==> images/m1.png <==
The bar under the picture is 20 um long. Supply wires on this layer in grey.
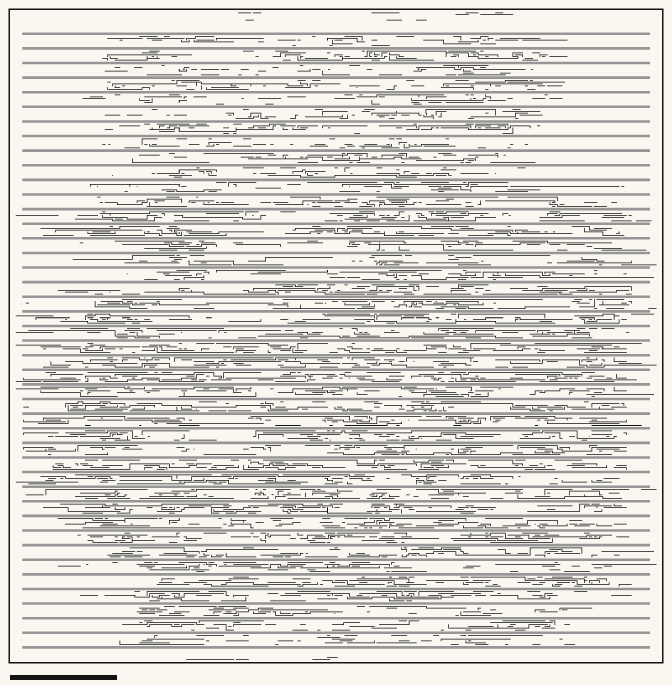
==> images/m2.png <==
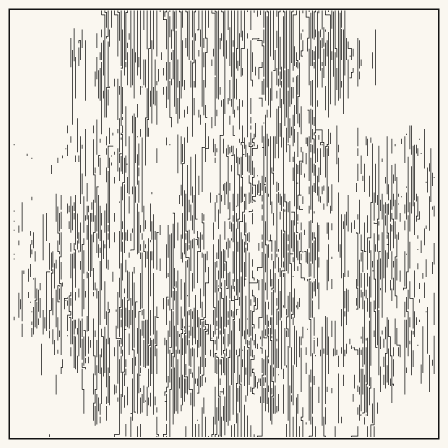
==> images/m3.png <==
The bar under the picture is 20 um long.
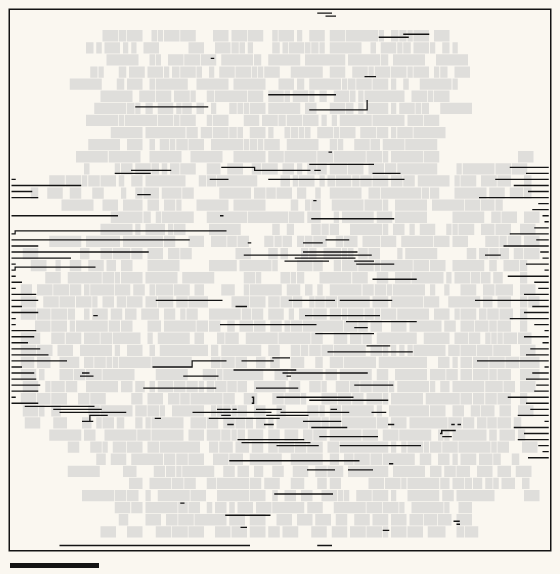
File: src/rtl/fetch_unit.sv
// rtl/fetch_unit.sv - multicycle instruction-fetch sequencer feeding the instruction register
// Owns the fetch PC, issues word reads over req/valid and pulses the IR enable once per fetch.
module fetch_unit #(
  parameter logic [31:0] RESET_PC = 32'h0000_1000
) (
  input  logic        clk,
  input  logic        reset,
  input  logic        fetch_start,
  input  logic        pc_write,
  input  logic [31:0] pc_next,
  output logic        mem_rd_req,
  output logic [31:0] mem_rd_addr,
  input  logic        mem_rd_valid,
  input  logic [31:0] mem_rd_data,
  output logic [31:0] ir_instr,
  output logic [1:0]  ir_control,
  output logic [31:0] pc,
  output logic [31:0] pc_plus4,
  output logic        fetch_done,
  output logic        misaligned_err
);

  typedef enum logic [1:0] {
    IDLE = 2'd0,
    WAIT = 2'd1,
    LOAD = 2'd2,
    ERR  = 2'd3
  } state_t;

  state_t      state_q, state_d;
  logic [31:0] fetch_pc_q, fetch_pc_d;
  logic [31:0] pc_q, pc_d;
  logic [31:0] mem_rd_addr_q, mem_rd_addr_d;
  logic [31:0] ir_instr_q, ir_instr_d;
  logic [31:0] addr_eff;

  always_comb begin
    state_d       = state_q;
    fetch_pc_d    = fetch_pc_q;
    pc_d          = pc_q;
    mem_rd_addr_d = mem_rd_addr_q;
    ir_instr_d    = ir_instr_q;
    // A redirect presented with fetch_start takes effect for that same fetch.
    addr_eff      = pc_write ? pc_next : fetch_pc_q;

    case (state_q)
      IDLE: begin
        if (pc_write) begin
          fetch_pc_d = pc_next;
        end
        if (fetch_start) begin
          if (addr_eff[1:0] == 2'b00) begin
            mem_rd_addr_d = addr_eff;
            state_d       = WAIT;
          end else begin
            state_d = ERR;
          end
        end
      end
      WAIT: begin
        if (mem_rd_valid) begin
          ir_instr_d = mem_rd_data;
          state_d    = LOAD;
        end
      end
      LOAD: begin
        pc_d       = mem_rd_addr_q;
        fetch_pc_d = mem_rd_addr_q + 32'd4;
        state_d    = IDLE;
      end
      default: begin
        state_d = ERR;
      end
    endcase
  end

  always_ff @(posedge clk) begin
    if (reset) begin
      state_q       <= IDLE;
      fetch_pc_q    <= RESET_PC;
      pc_q          <= RESET_PC;
      mem_rd_addr_q <= RESET_PC;
      ir_instr_q    <= 32'd0;
    end else begin
      state_q       <= state_d;
      fetch_pc_q    <= fetch_pc_d;
      pc_q          <= pc_d;
      mem_rd_addr_q <= mem_rd_addr_d;
      ir_instr_q    <= ir_instr_d;
    end
  end

  // The IR enable is suppressed under reset so clear and load never coincide.
  assign fetch_done     = (state_q == LOAD) && !reset;
  assign ir_control     = {reset, fetch_done};
  assign mem_rd_req     = (state_q == WAIT);
  assign mem_rd_addr    = mem_rd_addr_q;
  assign ir_instr       = ir_instr_q;
  assign pc             = pc_q;
  assign pc_plus4       = pc_q + 32'd4;
  assign misaligned_err = (state_q == ERR);

endmodule

File: config.mk
export PLATFORM = sky130hd
export DESIGN_NAME = fetch_unit
export DESIGN_NICKNAME = d
export VERILOG_FILES = /design/src/rtl/fetch_unit.sv
export SDC_FILE = /design/constraint.sdc
export NUM_CORES = 1
export LEC_CHECK = 0
export CORE_MARGIN = 2
export CORE_UTILIZATION = 47
export DETAILED_ROUTE_END_ITERATION = 10
export PLACE_DENSITY = 0.87
export SLEW_MARGIN = 20
export SYNTH_ARGS = -nofsm -noshare
export SYNTH_HDL_FRONTEND = slang
export SYNTH_SLANG_ARGS = --single-unit
File: constraint.sdc
create_clock -name clk -period 2.5 [get_ports clk]
set_input_delay 0.5 -clock clk [delete_from_list [all_inputs] [get_ports clk]]
set_output_delay 0.5 -clock clk [all_outputs]
set_load 0.01 [all_outputs]
==> results.txt <==
run metrics: status=finished, violations left, failing checks=setup timing, max incr delay on CP=350 ps, Hold Crit Depth=3, logic area=3630 um2, WP buf/inv=3, Core Area=13300 um2, worst setup margin=-11.3 ps, f_max=0.398 GHz, inverter count=17, hold_sp=reset, Rel. slew slack=0.459, Worst Setup SP=pc[20]$_SDFFE_PP0P_, Cell Area, Synth=6480 um2, Synthesis Warnings=0, fin. max-slew vios=0, Layout Utilization=0.719, arrival time at the worst endpoint=2010 ps, count of plain and timing-repair buffers=266, largest power group=combinational cells, syn_nets=831, FFs w/ async S/R, synth=0, yosys synthesis chip area=6480 um2, post-synth top area cell=dfxtp_1, Synth flops=130, gr busiest metal=met2, Post-synth EDFFs=0, Reg clk slew, reported paths=60 ps, crit path launch type=register, endpoints failing setup=1, final cycle utilization of the critical path=1.00, drt via density=5.69, yosys stat cell total=756, # rows=42, Worst path top cell family by delay=simple AND/OR/NAND/NOR gates, routed length on met1=8590 um, tap cells=176, crit path DRT=2000 ps
Notes on m1.png above:
share of all routed wire = 41%
nets with wire on the layer = 940
routed vias: 6623
final wirelength: 20800 um

Notes on m2.png above:
nets with wire on the layer = 905
share of all routed wire = 50%
longest straight run = 57.1 um
main direction = vertical
wire length on this layer = 10300 um
routing usage on met2: 0.465

Notes on m3.png above:
longest straight run = 47.4 um
main direction = horizontal
met3 usage: 0.0564

Power figures rest on the tool's default switching activity, not on a simulated workload.
